$ cat src/rtl/ika_slotgen_pkg.sv
// ==========================================================================
// ika_slotgen_pkg : shared defaults, sample-hold patterns, slot-width helper
// Revision 1.0
// ==========================================================================
`default_nettype none

package ika_slotgen_pkg;

  localparam int SLOTS_DEF   = 32;
  localparam int PHI_DIV_DEF = 2;
  localparam int NTAP_DEF    = 8;
  localparam int SH_DLY_DEF  = 5;
  localparam int FW_DEF      = 8;

  localparam logic [1:0] SH1_PAT = 2'b11;
  localparam logic [1:0] SH2_PAT = 2'b01;

  function automatic int cw_from_slots(input int slots);
    return $clog2(slots);
  endfunction

endpackage

`default_nettype wire

$ cat src/rtl/ika_slotgen_tap.sv
// ==========================================================================
// ika_slotgen_tap : one masked slot comparator with a tick-enabled register
// Revision 1.0
// ==========================================================================
`default_nettype none

module ika_slotgen_tap
  import ika_slotgen_pkg::*;
#(
  parameter int CW = cw_from_slots(SLOTS_DEF)
) (
  input  logic          clk,
  input  logic          rst,
  input  logic          i_tick,
  input  logic          i_en,
  input  logic [CW-1:0] i_cnt,
  input  logic [CW-1:0] i_slot,
  input  logic [CW-1:0] i_mask,
  output logic          o_tap
);

  logic tap_d;
  logic tap_q;

  always_comb begin
    tap_d = tap_q;
    if (i_tick) begin
      tap_d = i_en & (((i_cnt ^ i_slot) & i_mask) == '0);
    end
  end

  always_ff @(posedge clk) begin
    if (rst) begin
      tap_q <= 1'b0;
    end else begin
      tap_q <= tap_d;
    end
  end

  assign o_tap = tap_q;

endmodule

`default_nettype wire

$ cat src/rtl/ika_slotgen.sv
// ==========================================================================
// ika_slotgen : phi1 generator, IC sync, slot counter, taps, SH strobes, frame
// Revision 1.0
// ==========================================================================
`default_nettype none

module ika_slotgen
  import ika_slotgen_pkg::*;
#(
  parameter int SLOTS   = SLOTS_DEF,
  parameter int PHI_DIV = PHI_DIV_DEF,
  parameter int NTAP    = NTAP_DEF,
  parameter int SH_DLY  = SH_DLY_DEF,
  parameter int FW      = FW_DEF
) (
  input  logic                                i_EMUCLK,
  input  logic                                i_RST,
  input  logic                                i_phiM_PCEN_n,
  input  logic                                i_IC_n,
  input  logic [NTAP*cw_from_slots(SLOTS)-1:0] i_TAP_SLOT,
  input  logic [NTAP*cw_from_slots(SLOTS)-1:0] i_TAP_MASK,
  output logic                                o_MRST_n,
  output logic                                o_phi1,
  output logic                                o_phi1_PCEN_n,
  output logic                                o_phi1_NCEN_n,
  output logic [cw_from_slots(SLOTS)-1:0]     o_SLOT,
  output logic [NTAP-1:0]                     o_TAP,
  output logic                                o_SH1,
  output logic                                o_SH2,
  output logic [FW-1:0]                       o_FRAME,
  output logic                                o_WRAP
);

  localparam int CW   = cw_from_slots(SLOTS);
  localparam int PW   = $clog2(PHI_DIV);
  localparam int HALF = PHI_DIV / 2;

  logic              pcen;
  logic              tick;
  logic              mrst_next;
  logic [1:0]        ic_sync_d, ic_sync_q;
  logic              init_d, init_q;
  logic [PW-1:0]     ph_d, ph_q;
  logic              mrst_n_d, mrst_n_q;
  logic [CW-1:0]     cnt_d, cnt_q;
  logic [CW-1:0]     slot_d, slot_q;
  logic [SH_DLY-1:0] sr1_d, sr1_q;
  logic [SH_DLY-1:0] sr2_d, sr2_q;
  logic              sh1_d, sh1_q;
  logic              sh2_d, sh2_q;
  logic [FW-1:0]     frame_d, frame_q;
  logic              wrap_d, wrap_q;

  assign pcen = ~i_phiM_PCEN_n & ~i_RST;

  assign o_phi1        = (ph_q < PW'(HALF));
  assign o_phi1_NCEN_n = ~(pcen & (ph_q == PW'(HALF - 1)) & ~init_q);
  assign o_phi1_PCEN_n = ~(pcen & (ph_q == PW'(PHI_DIV - 1)));
  assign tick          = ~o_phi1_NCEN_n;

  // Value o_MRST_n is about to take; gating with it keeps taps, wrap, frame
  // and SH strobes quiet from the very tick the core reset asserts.
  assign mrst_next = ic_sync_q[0];

  always_comb begin
    ic_sync_d = ic_sync_q;
    init_d    = init_q;
    ph_d      = ph_q;
    mrst_n_d  = mrst_n_q;
    cnt_d     = cnt_q;
    slot_d    = slot_q;
    sr1_d     = sr1_q;
    sr2_d     = sr2_q;
    sh1_d     = sh1_q;
    sh2_d     = sh2_q;
    frame_d   = frame_q;
    wrap_d    = wrap_q;

    if (pcen) begin
      ic_sync_d = {ic_sync_q[0], i_IC_n};
      init_d    = ~ic_sync_q[0] & ic_sync_q[1];
      if (init_q || (ph_q == PW'(PHI_DIV - 1))) begin
        ph_d = '0;
      end else begin
        ph_d = ph_q + PW'(1);
      end
    end

    if (tick) begin
      mrst_n_d = mrst_next;
      cnt_d    = (mrst_n_q & mrst_next) ? cnt_q + CW'(1) : '0;
      slot_d   = cnt_q;
      sr1_d    = SH_DLY'({sr1_q, (cnt_q[CW-1 -: 2] == SH1_PAT)});
      sr2_d    = SH_DLY'({sr2_q, (cnt_q[CW-1 -: 2] == SH2_PAT)});
      sh1_d    = sr1_q[SH_DLY-1] & mrst_next;
      sh2_d    = sr2_q[SH_DLY-1] & mrst_next;
      wrap_d   = mrst_next & (cnt_q == CW'(SLOTS - 1));
      if (!mrst_next) begin
        frame_d = '0;
      end else if (cnt_q == CW'(SLOTS - 1)) begin
        frame_d = frame_q + FW'(1);
      end
    end
  end

  always_ff @(posedge i_EMUCLK) begin
    if (i_RST) begin
      ic_sync_q <= 2'b00;
      init_q    <= 1'b1;
      ph_q      <= '0;
      mrst_n_q  <= 1'b0;
      cnt_q     <= '0;
      slot_q    <= '0;
      sr1_q     <= '0;
      sr2_q     <= '0;
      sh1_q     <= 1'b0;
      sh2_q     <= 1'b0;
      frame_q   <= '0;
      wrap_q    <= 1'b0;
    end else begin
      ic_sync_q <= ic_sync_d;
      init_q    <= init_d;
      ph_q      <= ph_d;
      mrst_n_q  <= mrst_n_d;
      cnt_q     <= cnt_d;
      slot_q    <= slot_d;
      sr1_q     <= sr1_d;
      sr2_q     <= sr2_d;
      sh1_q     <= sh1_d;
      sh2_q     <= sh2_d;
      frame_q   <= frame_d;
      wrap_q    <= wrap_d;
    end
  end

  generate
    for (genvar i = 0; i < NTAP; i++) begin : g_tap
      ika_slotgen_tap #(
        .CW (CW)
      ) u_tap (
        .clk    (i_EMUCLK),
        .rst    (i_RST),
        .i_tick (tick),
        .i_en   (mrst_next),
        .i_cnt  (cnt_q),
        .i_slot (i_TAP_SLOT[i*CW +: CW]),
        .i_mask (i_TAP_MASK[i*CW +: CW]),
        .o_tap  (o_TAP[i])
      );
    end
  endgenerate

  assign o_MRST_n = mrst_n_q;
  assign o_SLOT   = slot_q;
  assign o_SH1    = sh1_q;
  assign o_SH2    = sh2_q;
  assign o_FRAME  = frame_q;
  assign o_WRAP   = wrap_q;

endmodule

`default_nettype wire

$ cat config.mk
export PLATFORM = sky130hd
export DESIGN_NAME = ika_slotgen
export DESIGN_NICKNAME = d
export VERILOG_FILES = /design/src/rtl/ika_slotgen_pkg.sv /design/src/rtl/ika_slotgen_tap.sv /design/src/rtl/ika_slotgen.sv
export SDC_FILE = /design/constraint.sdc
export NUM_CORES = 1
export LEC_CHECK = 0
export CAP_MARGIN = 10
export CORE_ASPECT_RATIO = 0.8
export CORE_MARGIN = 4
export CORE_UTILIZATION = 44
export DETAILED_ROUTE_END_ITERATION = 10
export PLACE_DENSITY = 0.86
export SYNTH_ARGS = -nofsm -noshare
export SYNTH_HDL_FRONTEND = slang
export SYNTH_SLANG_ARGS = --single-unit
$ cat constraint.sdc
create_clock -name i_EMUCLK -period 3.8 [get_ports i_EMUCLK]
set_input_delay 0.95 -clock i_EMUCLK [delete_from_list [all_inputs] [get_ports i_EMUCLK]]
set_output_delay 0.95 -clock i_EMUCLK [all_outputs]
set_load 0.02 [all_outputs]
Fig. 1: run 1, metal 3
Scale: 6 px per um.
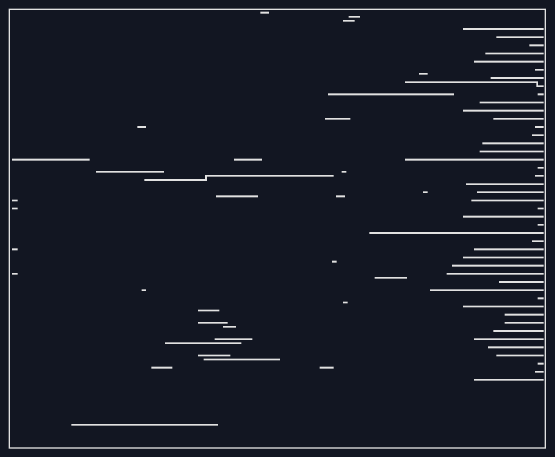
66 nets have wire on it. The longest straight run is 28.8 um. The layer carries 576 um of wire.
vias: 2,377
Routed WL: 7.37 mm
grt met3 use: 4.74%

Fig. 2: run 1, logic cells by family
Scale: 3 px per um.
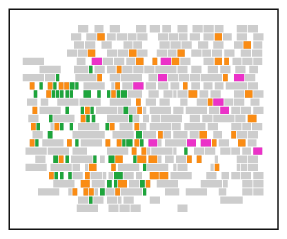
inverting AOI/OAI gates: shown in orange, cells 67. AND-OR and OR-AND gates: shown in magenta, cells 11. NAND gates: shown in green, cells 53.
Comb area share: 36.3%
most frequent logic cell in the layout: clkdlybuf4s50_1
Post-Layout Cell Count: 436

==> flow_metrics.env, run 1 <==
# yosys + openroad results
export IMPL_grt_max_degree=38
export IMPL_die_width_um=89.1
export IMPL_grt_pass1_wl_mm=11.5
export IMPL_dp_slack_ns=0.423
export IMPL_post_cts_resized=0
export IMPL_post_route_util_pct=70.0
export IMPL_drv_cap=0
export IMPL_placed_cell_area_sq_um=3410
export IMPL_hold_depth=2
export IMPL_pg_seq_w=0.000468
export IMPL_outcome="finished, final reports clean"
export IMPL_p_clk_share_pct=37.6
export IMPL_syn2layout_area_growth_pct=52.3
export IMPL_crit_family="buffers and inverters"
export IMPL_timing_rr_end="o_FRAME[4]"
export IMPL_yosysUniqueCellTypes=37
export IMPL_worstMarginPinSlew_ns=0.735
export IMPL_drive_gt1_share_pct=4.55
export IMPL_cts_tree="built"
export IMPL_pwr_share_comb_pct=15.1
export IMPL_power_w=0.000989
export IMPL_clockRootBuffer="clkbuf_8"
export IMPL_power_leakage_nw=1.34
export IMPL_period_used_pct=89.0
export IMPL_drv_slew=0
export IMPL_log_warning_count=26
export IMPL_min_from="sr2_q[0]"
export IMPL_setup_slack_ns=0.418
export IMPL_crit_path_end_kind="output port"
export IMPL_cp_slowest_stage_delay_ns=0.55
export IMPL_hold_path_class="reg2reg"
export IMPL_path_clk_slew_ns=0.09
export IMPL_internal_power_w=0.000760
export IMPL_dp_final_hpwl_mm=5.61
export IMPL_hold_path_end="sr2_q[1]"
export IMPL_dpl_cell_count=428
export IMPL_cp_arrival_ns=2.43
export IMPL_power_group_top="sequential cells"
export IMPL_worstReg2RegStart="cnt_q[0]"
export IMPL_ys_ff=44
Fig. 3: run 1, signal wires by layer
Scale: 3 px per um.
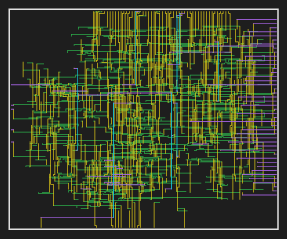
met3: shown in purple, wire length 576 um. met4: shown in cyan, wire length 201 um. met2: shown in yellow, wire length 3,580 um. met1: shown in green, wire length 3,010 um.
GRT Total Usage: 22.9%
drt wl/cell: 16.9 um

## run 1: logic make-up after synthesis
logic type / synth area share (%)
compound gates: 21.8
xor+xnor: 15.1
fa+ha+maj: 1.62
buf+inv: 6.65
flops: 38.1
mux: 0.865
simple gates: 15.9
## run 1: placed cells by master, fill, tap and decap left out
cell type / netlist / final
inv_6: 0 / 1
a211oi_1: 1 / 1
nor2_1: 11 / 11
a22o_1: 4 / 4
nand4_1: 3 / 3
a21oi_1: 39 / 39
or3_1: 2 / 2
nand3_1: 7 / 7
and4_1: 1 / 1
a22oi_1: 13 / 13
a41oi_1: 1 / 1
nor2b_1: 1 / 1
nor4_1: 1 / 1
clkdlybuf4s50_1: 0 / 111
inv_2: 1 / 1
mux2i_1: 2 / 2
a221oi_1: 2 / 2
nand2_2: 1 / 1
nor3_1: 4 / 4
or4_1: 1 / 1
and3_1: 1 / 1
dfxtp_1: 44 / 44
inv_1: 5 / 5
clkbuf_8: 0 / 5
nor2_4: 1 / 1
nand2_1: 40 / 40
o21ai_1: 2 / 2
o31a_1: 1 / 1
nand4b_1: 1 / 1
xor2_1: 40 / 40
clkinvlp_4: 0 / 1
nand3b_1: 1 / 1
buf_4: 8 / 5
o21ai_0: 4 / 4
a311oi_1: 5 / 5
nor4_4: 1 / 1
ha_1: 3 / 3
bufinv_16: 0 / 1
a32o_1: 6 / 6
## run 1: synth_stat cells, drive strengths merged
master / number / area, sq um
ha: 3 / 37.5
inv: 6 / 22.5
a21oi: 39 / 195
nor4: 2 / 27.5
nand4: 3 / 18.8
or4: 1 / 7.51
mux2i: 2 / 20.0
a211oi: 1 / 7.51
o31a: 1 / 8.76
nand3b: 1 / 7.51
nand2: 41 / 156
a22o: 4 / 35.0
clkbuf: 9 / 33.8
nor2b: 1 / 6.26
xor2: 40 / 350
and3: 1 / 6.26
a41oi: 1 / 8.76
or3: 2 / 12.5
nor3: 4 / 20.0
a32o: 6 / 60.1
a22oi: 13 / 97.6
a221oi: 2 / 17.5
and4: 1 / 8.76
a311oi: 5 / 43.8
nor2: 12 / 52.6
dfxtp: 44 / 881
nand3: 7 / 35.0
buf: 16 / 97.6
o21ai: 6 / 30.0
nand4b: 1 / 8.76
## run 1: cell type report
class | count | area, sq um
clock buffer | 5 | 68.8
clock inverter | 3 | 46.3
fill | 393 | 1510
inverter | 6 | 22.5
multi-input combinational | 200 | 1280
sequential | 44 | 881
tap | 62 | 77.6
timing repair buffer | 116 | 1150
## run 1: worst min-delay path, cell delays in order, from the launching register on
cell and delay (ns):
dfxtp_1 0.32, nand2_1 0.05, a21oi_1 0.05
## run 1: sequential cells by signal (all words and copies together), names as in the netlist
register / cells
sr2_q: 5
o_MRST_n: 1
cnt_q: 5
o_WRAP: 1
ph_q: 1
o_SLOT: 5
o_SH1: 1
init_q: 1
ic_sync_q: 2
o_SH2: 1
o_FRAME: 8
g_tap.u_tap.o_tap: 8
sr1_q: 5
## run 1: metal layers
layer / up-vias / part of all wire, %
met1: 1112 / 41
met2: 90 / 49
met4: 0 / 2.7
met3: 18 / 7.8
met5: - / 0
li1: 1157 / -
==> run 1 -> run 2 <==
Settings changed: REMOVE_ABC_BUFFERS set to 1.
==> run 2 against run 1 <==
- design area is 1.3% lower
- fmax is 1.3% higher
- clock skew is 0.0072 ns lower
- sequential share of layout area is 0.33 points higher
- combinational power hardly changed
- critical path depth stayed put
- hold slack worse by 0.0050 ns
- first-iteration DRC count is 10% lower
- power is 11% lower
- flip-flop count stayed put
- global-route usage is 1.7 points lower
- area after synthesis stayed put
- critical path type unchanged
- largest cell class unchanged
==> flow_metrics.env, run 2 <==
# yosys + openroad results
export IMPL_yosysTopAreaCell="dfxtp_1"
export IMPL_met3WireLength_um=469
export IMPL_period_used_pct=87.8
export IMPL_ys_ff=44
export IMPL_lay_top_count="clkdlybuf4s50_1"
export IMPL_async_flop_share_pct=0
export IMPL_fill_cells=393
export IMPL_post_drt_wl_per_cell_um=16.4
export IMPL_setup_viol=0
export IMPL_drive_gt1_share_pct=3.77
export IMPL_synth_edff_count=0
export IMPL_r2r_setup_slack_ns=1.50
export IMPL_post_route_util_pct=69.1
export IMPL_yosysUniqueCellTypes=37
export IMPL_grt_max_degree=38
export IMPL_comb_area_sq_um=1280
export IMPL_ff_type="dfxtp_1"
export IMPL_synth_top_area_share_pct=38.1
export IMPL_crit_family="buffers and inverters"
export IMPL_syn2layout_area_growth_pct=50.3
export IMPL_power_w=0.000878
export IMPL_cp_arrival_ns=2.39
export IMPL_outcome="finished, final reports clean"
export IMPL_grt_pass1_wl_mm=10.6
export IMPL_path_clk_slew_ns=0.07
export IMPL_met1_length_mm=2.85
export IMPL_hold_buffers=0
export IMPL_mostFrequentLayoutCells="clkdlybuf4s50_1 (111), dfxtp_1 (44), xor2_1 (40), nand2_1 (40), a21oi_1 (39)"
export IMPL_drv_slew=0
export IMPL_worstMarginPinSlew_ns=0.758
export IMPL_met2_length_mm=3.57
export IMPL_cp_slowest_stage_delay_ns=0.55
export IMPL_hold_path_class="reg2reg"
export IMPL_clockRootBuffer="clkbuf_8"
export IMPL_synthTopCellsByCount="dfxtp_1 (44), nand2_1 (40), xor2_1 (40)"
export IMPL_seqCellArea_sq_um=881
export IMPL_drv_cap=0
export IMPL_dp_final_hpwl_mm=5.42
export IMPL_power_leakage_nw=1.32
export IMPL_cts_tree="built"
export IMPL_crit_path_end_kind="output port"
export IMPL_log_warning_count=26
export IMPL_placed_cell_area_sq_um=3410
==> run 2: cell count changes in the layout (fill, tap and decap cells not counted) <==
cell / previous run / this run
bufinv_16: 1 / 0
inv_6: 1 / 0
clkinvlp_4: 1 / 0
==> run 2: path summary, 6_finish.rpt <==
kind              endpoint  cells after the start          start
min                  o_SH2                      2          o_SH2
min reg2reg          o_SH2                      2          o_SH2
max reg2reg     o_FRAME[4]                      7       cnt_q[1]
max          o_phi1_NCEN_n                      4  i_phiM_PCEN_n
==> run 2: cell type report <==
class,count,area share [%]
multi-input combinational,200,36.8
clock buffer,5,1.98
timing repair buffer,116,33.0
sequential,44,25.3
inverter,6,0.647
tap,62,2.23
==> run 2: worst register-to-register path, cell delays in order (launching register included) <==
cell and delay, ns:
dfxtp_1 0.71, ha_1 0.30, and3_1 0.17, ha_1 0.19
nand2_1 0.18, nor2_4 0.28, a41oi_1 0.16, a311oi_1 0.25
==> run 2: logic make-up after synthesis <==
family	share of synthesized area, %
DFF	38.1
and+or+nand+nor	15.9
adders and majority gates	1.62
muxes	0.865
buffers and inverters	6.65
xor gates and xnor gates	15.1
AOI/OAI and AO/OA	21.8
==> run 2: where the power goes <==
| part | total, W | internal [W] | switching (W) | leakage (nW) |
|---|---|---|---|---|
| Clock | 0.000260 | 0.000119 | 0.000141 | 0.0359 |
| Sequential | 0.000468 | 0.000464 | 0.00000466 | 0.355 |
| Combinational | 0.000151 | 0.0000985 | 0.0000521 | 0.930 |
==> run 2: per-stage QoR <==
step / worst slack (ns) / cells
2_1_floorplan: 0.805 / 250
3_3_place_gp: 0.451 / 428
3_5_place_dp: 0.454 / 428
4_1_cts: 0.449 / 433
5_1_grt: 0.404 / 433
6_report: 0.463 / 433
==> run 2: metal layers <==
metal	track usage (%)	vias up
met1	26.9	1110
met2	35.3	90
met3	4.51	22
met5	0	-
met4	8.10	0
li1	-	1157
Fig. 4: run 2, clock routing
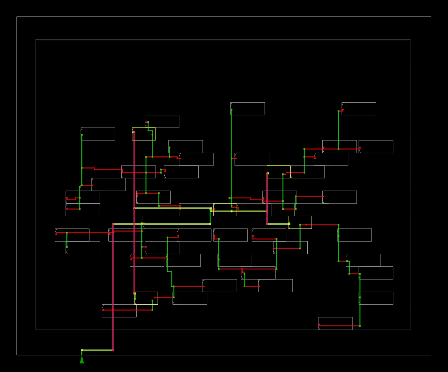
Latency at later pin: 0.29 ns
clock buffers: 5
Seq cells: 44
TritonCTS buffer count: 5

Fig. 5: run 2, signal wires by layer
Scale: 3 px per um.
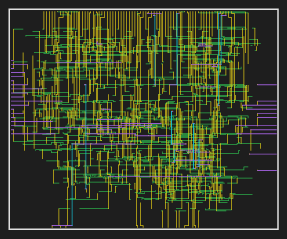
met1: shown in green, wire length 2,850 um. met3: shown in purple, wire length 470 um. met2: shown in yellow, wire length 3,570 um. met4: shown in cyan, wire length 195 um.
GRT Total Usage: 21.2%
Routed WL: 7.09 mm

==> run 2 -> run 3 <==
Settings changed: CELL_PAD_IN_SITES_DETAIL_PLACEMENT set to 1, CELL_PAD_IN_SITES_GLOBAL_PLACEMENT set to 1, CORE_UTILIZATION 44 to 31, PLACE_DENSITY 0.86 to unset, PLACE_DENSITY_LB_ADDON set to 0.1.
==> run 3 against run 2 <==
- area after synthesis is the same
- routed wire length grew 9.0%
- first-iteration DRC count shrank 52%
- hold slack gained 0.0054 ns
- flip-flop count is the same
- clock power grew 89%
- combinational power is essentially flat
- critical endpoint is now o_phi1_PCEN_n
- highest routed layer unchanged
==> flow_metrics.env, run 3 <==
# yosys + openroad results
export IMPL_outcome="finished, final reports clean"
export IMPL_clk_latency_ns=0.29
export IMPL_setup_viol=0
export IMPL_gp_congestion=0.763
export IMPL_grt_use_total_pct=17.1
export IMPL_antenna_left=0
export IMPL_crit_path_end_kind="output port"
export IMPL_lay_top_count="clkdlybuf4s50_1"
export IMPL_numCtsBuffers=5
export IMPL_log_warning_count=25
export IMPL_drive_gt1_share_pct=5.31
export IMPL_placed_cell_area_sq_um=3460
export IMPL_cp_start_kind="input port"
export IMPL_drv_slew=0
export IMPL_synthTopCellsByArea="dfxtp_1 (38%), xor2_1 (15%), a21oi_1 (8.4%)"
export IMPL_fill_cells=860
export IMPL_synth_edff_count=0
export IMPL_async_flop_share_pct=0
export IMPL_p_clk_share_pct=44.3
export IMPL_synthTopCellsByCount="dfxtp_1 (44), nand2_1 (40), xor2_1 (40)"
export IMPL_clockRootBuffer="clkbuf_8"
export IMPL_critical_path_slowest_cell="clkdlybuf4s50_1"
export IMPL_crit_chain="clkdlybuf4s50_1 > buf_4 > or3_1 > clkdlybuf4s50_1"
export IMPL_drc_errors=0
export IMPL_hold_buffers=0
export IMPL_cp_arrival_ns=2.47
export IMPL_hold_path_class="reg2reg"
export IMPL_dieArea_sq_um=8920
export IMPL_antenna_found_initial=0
export IMPL_ff_type="dfxtp_1"
export IMPL_worstMarginPinSlew_ns=0.796
export IMPL_seqCellArea_sq_um=881
export IMPL_crit_family="buffers and inverters"
export IMPL_synth_top_area_share_pct=38.1
export IMPL_ys_ff=44
export IMPL_die_width_um=105
export IMPL_cp_slowest_stage_delay_ns=0.54
export IMPL_seqPwrFrac_pct=42.2
export IMPL_grt_pass1_wl_mm=12.5
export IMPL_drv_cap=0
export IMPL_path_clk_slew_ns=0.09
export IMPL_cts_tree="built"
export IMPL_power_w=0.00111
export IMPL_syn2layout_area_growth_pct=56.5
export IMPL_power_leakage_nw=1.38
export IMPL_post_drt_wl_per_cell_um=16.6
export IMPL_period_minus_slack_ns=3.42
export IMPL_netSwitchingFraction_pct=19.7
export IMPL_dp_final_hpwl_mm=5.88
export IMPL_switching_power_w=0.000219
export IMPL_internal_power_w=0.000891
export IMPL_diodes=0
export IMPL_pwr_share_comb_pct=13.5
export IMPL_mostFrequentLayoutCells="clkdlybuf4s50_1 (111), dfxtp_1 (44), xor2_1 (40), nand2_1 (40), a21oi_1 (39)"
export IMPL_yosysTopAreaCell="dfxtp_1"
export IMPL_grt_max_degree=33
export IMPL_port_buffers=111
export IMPL_post_cts_resized=0
export IMPL_period_used_pct=89.9
export IMPL_yosys_warnings=0
export IMPL_most_common_cell="dfxtp_1"
-- run 3: cell counts after synthesis --
Identical to the previous run, type by type.
-- run 3: kinds of logic (layout without fill, tap and decap cells) --
group,after synthesis,count (layout),synth area share (%)
mux,2,2,0.865
xor+xnor,40,40,15.1
flops,44,44,38.1
compound gates,78,78,21.8
buf+inv,31,133,6.65
fa+ha+maj,3,3,1.62
simple gates,77,77,15.9
-- run 3: stage by stage --
step                setup slack [ns]  utilization, %  hold slack (ns)  std cells
CTS                            0.372            51.3            0.460        464
finish                         0.383            51.3            0.457        464
global route                   0.336            51.3            0.477        464
global placement               0.372            49.1            0.440        456
floorplan                      0.805               -            0.426        250
detailed placement             0.372            49.1            0.445        456
-- run 3: layout make-up --
class | instances | share of cell area (%)
Multi-Input combinational cell | 200 | 35.3
Timing Repair Buffer | 119 | 32.3
Sequential cell | 44 | 24.3
Tap cell | 87 | 3.01
Clock inverter | 3 | 2.49
Clock buffer | 5 | 1.90
Inverter | 6 | 0.622
-- run 3: worst paths after layout --
kind | slack, ns | to | depth (start not counted) | from
setup reg to reg | 1.59 | o_FRAME[4] | 6 | cnt_q[3]
hold / removal | 0.46 | o_SLOT[3] | 2 | o_SLOT[3]
hold reg to reg | 0.46 | o_SLOT[3] | 2 | o_SLOT[3]
setup / recovery | 0.38 | o_phi1_PCEN_n | 4 | i_phiM_PCEN_n
-- run 3: worst min-delay path, delay by kind of cell (launching register included) --
kind / cells / cell delay (ns)
flops: 1 / 0.32
simple gates: 1 / 0.05
compound gates: 1 / 0.05
-- run 3: layer usage --
layer	part of all wire, %	GRT usage, %	wire, um	vias to the layer above
li1	-	-	-	1165
met1	44	21.3	3410	1114
met2	49	29.5	3800	62
met3	5.2	4.49	405	10
met4	1.3	4.29	102	0
met5	0	0	0	-
-- run 3: power groups by stage --
stage / Clock [W] / Combinational, W / Sequential (W)
2_1_floorplan: 0 / 0.0000362 / 0.000479
3_3_place_gp: 0 / 0.000147 / 0.000479
3_5_place_dp: 0 / 0.000151 / 0.000479
4_1_cts: 0.000503 / 0.000152 / 0.000468
5_1_grt: 0.000520 / 0.000162 / 0.000469
6_report: 0.000492 / 0.000150 / 0.000468
Fig. 6: run 3, clock routing
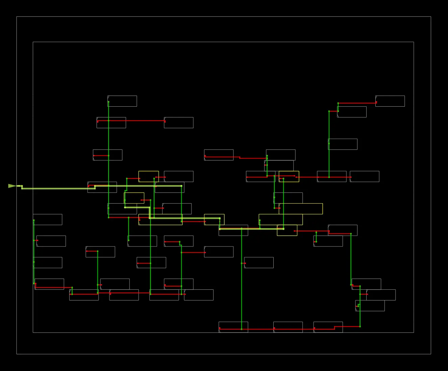
CTS Sinks: 44
P_clk: 0.000492 W
Worst Skew: 0.00875 ns

Fig. 7: run 3, metal 3
Scale: 4 px per um.
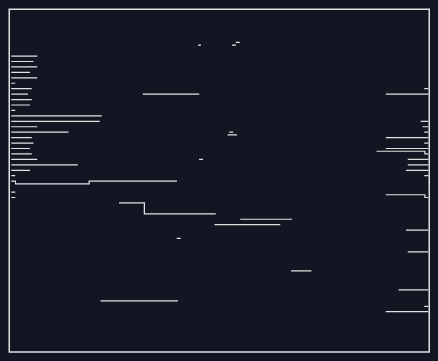
The layer carries 406 um of wire. 51 nets have wire on it. The wires run mostly horizontal. The layer holds 5.3% of the routed length. The longest straight run is 22.3 um.
grt met3 use: 4.49%
vias: 2,351
Routed WL: 7.72 mm

Power and IR drop assume default switching activity.
